Fig. 1: clock wires, drivers and flops
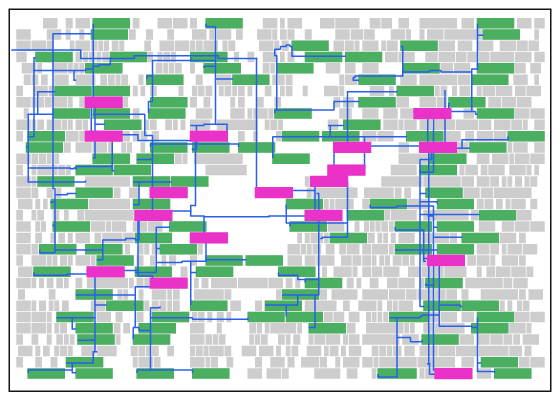
Fig. 2: wire density map
The bar under the picture is 50 um long. The die is cut into 26 by 18 equal tiles; dark purple is low, yellow is high, scaled to the fullest tile. Values are wire area over tile area, all layers added.
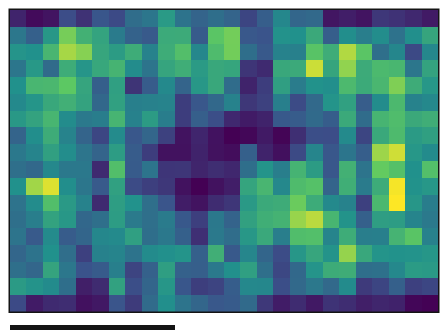
Fig. 3: placed standard cells
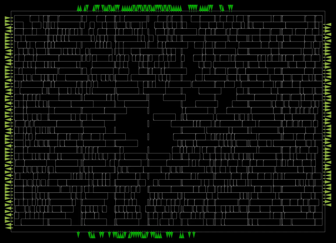
Fig. 4: where the registers sit
Other sequential cells in the stronger grey, the rest of the logic in the fainter grey.
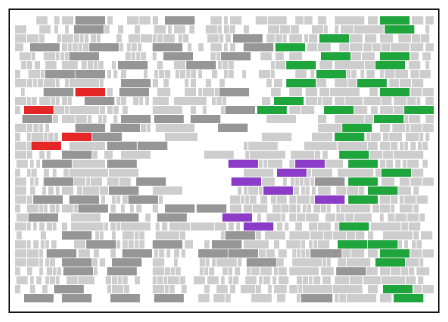
**config.mk**
```make
export PLATFORM = sky130hd
export DESIGN_NAME = mem_stall_ctrl
export DESIGN_NICKNAME = d
export VERILOG_FILES = /design/src/rtl/mem_stall_ctrl.sv
export SDC_FILE = /design/constraint.sdc
export NUM_CORES = 1
export LEC_CHECK = 0
export ABC_AREA = 1
export ABC_CLOCK_PERIOD_IN_PS = 1650
export CORE_ASPECT_RATIO = 0.7
export CORE_UTILIZATION = 43
export CTS_CLUSTER_SIZE = 12
export DETAILED_ROUTE_END_ITERATION = 16
export PLACE_DENSITY = 0.85
export SETUP_SLACK_MARGIN = 0.3
export SLEW_MARGIN = 15
export SYNTH_ARGS = -nofsm -noshare
export SYNTH_HDL_FRONTEND = slang
export SYNTH_SLANG_ARGS = --single-unit
```
**constraint.sdc**
```tcl
create_clock -name clk_i -period 1.65 [get_ports clk_i]
set_input_delay 0.33 -clock clk_i [delete_from_list [all_inputs] [get_ports clk_i]]
set_output_delay 0.33 -clock clk_i [all_outputs]
set_load 0.03 [all_outputs]
```
**src/rtl/mem_stall_ctrl.sv**
```systemverilog
// Load/store stall controller: holds the core while a single bus access is
// requested, waited on and completed, then presents load data/error for one retire cycle.
//
// state | meaning
// IDLE  | no access in flight; a core request is latched onto the bus
// REQ   | req_o asserted, waiting for gnt_i (response may arrive with grant)
// WAIT  | granted, waiting for rvalid_i
// DONE  | one-cycle retire window: core unhalted, rdata_o/err_o valid
module mem_stall_ctrl #(
    parameter int unsigned DataWidth     = 32,
    parameter int unsigned AddrWidth     = 32,
    parameter int unsigned TimeoutCycles = 255
) (
    input  logic                   clk_i,
    input  logic                   rst_ni,
    input  logic                   mem_rd_i,
    input  logic                   mem_wr_i,
    input  logic [AddrWidth-1:0]   addr_i,
    input  logic [DataWidth-1:0]   wdata_i,
    input  logic [DataWidth/8-1:0] be_i,
    output logic                   halt_o,
    output logic [DataWidth-1:0]   rdata_o,
    output logic                   err_o,
    output logic                   req_o,
    output logic                   we_o,
    output logic [AddrWidth-1:0]   addr_o,
    output logic [DataWidth-1:0]   wdata_o,
    output logic [DataWidth/8-1:0] be_o,
    input  logic                   gnt_i,
    input  logic                   rvalid_i,
    input  logic [DataWidth-1:0]   rdata_i,
    input  logic                   berr_i
);

    typedef enum logic [1:0] {
        IDLE = 2'd0,
        REQ  = 2'd1,
        WAIT = 2'd2,
        DONE = 2'd3
    } state_e;

    // The access may spend at most TimeoutCycles cycles in REQ/WAIT; the
    // counter holds the index of the current cycle, so the last one is TimeoutCycles-1.
    localparam logic [7:0] CntLast = 8'(TimeoutCycles - 1);

    state_e     state;
    logic [7:0] wait_cnt;
    logic       rsp_done;
    logic       timeout_hit;

    assign rsp_done    = ((state == REQ) && gnt_i && rvalid_i) ||
                         ((state == WAIT) && rvalid_i);
    assign timeout_hit = (wait_cnt == CntLast);

    assign halt_o = ((state == IDLE) && (mem_rd_i || mem_wr_i)) ||
                    (state == REQ) || (state == WAIT);

    always_ff @(posedge clk_i or negedge rst_ni) begin
        if (!rst_ni) begin
            state    <= IDLE;
            wait_cnt <= 8'd0;
            rdata_o  <= '0;
            err_o    <= 1'b0;
            req_o    <= 1'b0;
            we_o     <= 1'b0;
            addr_o   <= '0;
            wdata_o  <= '0;
            be_o     <= '0;
        end else begin
            err_o <= 1'b0;
            case (state)
                IDLE: begin
                    if (mem_rd_i && mem_wr_i) begin
                        err_o <= 1'b1;
                        state <= DONE;
                    end else if (mem_rd_i || mem_wr_i) begin
                        addr_o   <= addr_i;
                        wdata_o  <= wdata_i;
                        be_o     <= be_i;
                        we_o     <= mem_wr_i;
                        req_o    <= 1'b1;
                        wait_cnt <= 8'd0;
                        state    <= REQ;
                    end
                end
                REQ, WAIT: begin
                    wait_cnt <= wait_cnt + 8'd1;
                    // A response in the timeout cycle still completes normally.
                    if (rsp_done) begin
                        req_o <= 1'b0;
                        err_o <= berr_i;
                        if (!we_o) begin
                            rdata_o <= rdata_i;
                        end
                        state <= DONE;
                    end else if (timeout_hit) begin
                        req_o <= 1'b0;
                        err_o <= 1'b1;
                        if (!we_o) begin
                            rdata_o <= '0;
                        end
                        state <= DONE;
                    end else if ((state == REQ) && gnt_i) begin
                        req_o <= 1'b0;
                        state <= WAIT;
                    end
                end
                DONE: begin
                    state <= IDLE;
                end
                default: begin
                    state <= IDLE;
                end
            endcase
        end
    end

endmodule
```
==> reports/qor.json <==
{
  "global_route": {
    "grt_residual_overflow": 0,
    "antenna_violations_before_repair": 0,
    "groute.usage.overall_pct": 25.0,
    "grt_start_max_net_pins": 58,
    "global_route_wire_length_before_repair_um": 22800
  },
  "route": {
    "drtIter0Drc": 284,
    "drt-vias-per-instance": 4.94,
    "drt-wirelength-per-cell_um": 16.9,
    "drt_wl_total_um": 16500,
    "final_antenna_net_count": 0,
    "first_pass_iteration_count_of_the_detailed_router": 4,
    "dr_total_vias": 4792
  },
  "synth": {
    "synth_cells": 537,
    "synth.avg_cell_area_um2": 9.18,
    "synth-edff-count": 0,
    "synth.lib_cells_used.distinct": 24,
    "largest_area_cell": "sky130_fd_sc_hd__dfrtp_1",
    "synth.cellmix.xorXnorShare_pct": 0.178,
    "synth_chip_area_mm2": 0.00493,
    "async_flop_share_pct": 100,
    "post-synth-top-count-cell": "sky130_fd_sc_hd__nand2_1",
    "flop_cell": "sky130_fd_sc_hd__dfrtp_1",
    "synth_adder_area_share_pct": 2.03,
    "synth_area_mm2": 0.00493,
    "ys_seq_share_pct": 57.4,
    "synthesis.nets": 652,
    "synth.area.top_cells": "sky130_fd_sc_hd__dfrtp_1 (57%), sky130_fd_sc_hd__nand2_1 (11%), sky130_fd_sc_hd__o21ai_0 (7.4%)",
    "synth.cells.most_frequent": "sky130_fd_sc_hd__nand2_1 (149), sky130_fd_sc_hd__dfrtp_1 (113), sky130_fd_sc_hd__inv_1 (82)",
    "yosys_register_bits": 113
  },
  "die": {
    "core_util_floorplan_pct": 44.4,
    "num_io_pins": 211,
    "die_width_um": 130
  },
  "clock_tree": {
    "cts_root_buf": "sky130_fd_sc_hd__clkbuf_16",
    "cts_buffers": 17,
    "cts_tree": "yes",
    "clock_latency_ns": 0.41,
    "cts_buffer_depth": 2,
    "clock_tree.htree_level_count": 4,
    "cts_hold_buffers": 1
  },
  "run_status": {
    "outcome": "complete, but fails checks",
    "violated_checks": "negative setup slack"
  },
  "sta": {
    "worst_slack_ns": -0.0827,
    "fin_setup_tns_ns": -1.28,
    "report.final.hold_viol_count": 0,
    "clock-skew-final_ns": 0.0109,
    "timing.final.crit_period_ns": 1.73,
    "finalCritPeriodShare_pct": 105,
    "max_slew_margin_pct": 68.3,
    "worst_slew_pin_slew_ns": 0.475,
    "clock.fmax_ghz": 0.577,
    "setup_viol_count_final": 35
  },
  "placed_design": {
    "gp_congestion": 0.799,
    "placement.cell_area_mm2": 0.00731,
    "pre_cts_ws_ns": -0.216,
    "buffer_ports.inserted": 210,
    "post-dp-hpwl_um": 8900
  },
  "power": {
    "leakagePower_nw": 4.28,
    "vdd_ir_drop_max_v": 0.00118,
    "total_power_mw": 16.9,
    "power_density_mw_per_mm2": 1990
  },
  "finish": {
    "fin_util_pct": 76.8,
    "most_frequent_logic_cell_in_the_layout": "sky130_fd_sc_hd__nand2_1",
    "area_growth_syn_to_layout_pct": 72.9,
    "layout.nets": 920
  },
  "critical_path": {
    "timing.critical_path.to_type": "output pin",
    "cp_data_arrival_time_ns": 1.40,
    "worstPathMaxFanout": 3,
    "crit_path_start_kind": "register",
    "required_worst_endpoint_ns": 1.32,
    "timing_worst_setup_path_type": "reg2out"
  },
  "run": {
    "number_of_openroad_warnings": 35,
    "cap_viol_max_count": 0
  },
  "min_path": {
    "min_path_type": "in2reg"
  }
}
Back to the opening pictures, Fig. 1:
green -> flip-flops  # count 113
blue -> clock wires  # length 1690 um
magenta -> clock drivers  # count 17
flops lie = all over the die
routed clock nets = 18

Back to the opening pictures, Fig. 2:
densest ninth of the die = right middle
nearly empty tiles = 1.3%
tiles over half the peak = 36%
fullest tile = 0.54
emptiest ninth of the die = middle
mean over tiles = 0.22

Back to the opening pictures, Fig. 3:
core outline area: 0.0111 mm2
tap cell count: 153

Back to the opening pictures, Fig. 4:
green -> `rdata_o`  # flops 32, where a column on the right
red -> `be_o`  # flops 4
purple -> `wait_cnt`  # flops 8, where middle
not coloured = 69

## per-layer routing
metal	up-vias	part of all wire [%]	global-route usage [%]
met5	-	0	0
met4	0	2.7	9.11
met2	211	52	42.7
li1	2212	-	-
met3	39	5.9	6.84
met1	2330	40	30.1
## path summary, 6_finish.rpt
kind	from	end	slack, ns	depth (start not counted)
min in group asynchronous	rst_ni	rdata_o[15]$_DFFE_PN0P_	0.49	3
worst max-delay path	state[1]$_DFFE_PN0P_	halt_o	-0.08	5
worst min-delay path	mem_wr_i	we_o$_DFFE_PN0P_	0.27	2
worst min register to register	wdata_o[31]$_DFFE_PN0P_	wdata_o[31]$_DFFE_PN0P_	0.48	2
max in group asynchronous	rst_ni	addr_o[22]$_DFFE_PN0P_	0.88	3
worst max register to register	state[1]$_DFFE_PN0P_	rdata_o[26]$_DFFE_PN0P_	-0.07	10
## worst max-delay path, stage by stage (launching register included)
cell,delay [ns]
sky130_fd_sc_hd__dfrtp_2,0.43
sky130_fd_sc_hd__inv_4,0.07
sky130_fd_sc_hd__ha_4,0.18
sky130_fd_sc_hd__nor2_4,0.12
sky130_fd_sc_hd__o21ai_2,0.06
sky130_fd_sc_hd__buf_6,0.13
## area by class of cell
cell class	instances	area, um2
multi-input combinational	322	2060
timing repair buffer	269	2490
clock inverter	10	131
fill	703	2570
inverter	82	325
clock buffer	22	484
tap	153	191
sequential	113	2830
## power by group
part | switching [mW] | internal, mW | leakage [nW]
Combinational | 5.19 | 3.25 | 2.52
Sequential | 0.782 | 3.87 | 1.45
Clock | 1.32 | 2.52 | 0.306
## sequential cells by signal (all words and copies together) (netlist names)
name,count
state,2
wdata_o,32
rdata_o,32
err_o,1
we_o,1
addr_o,32
wait_cnt,8
req_o,1
be_o,4
Power and IR drop assume default switching activity.
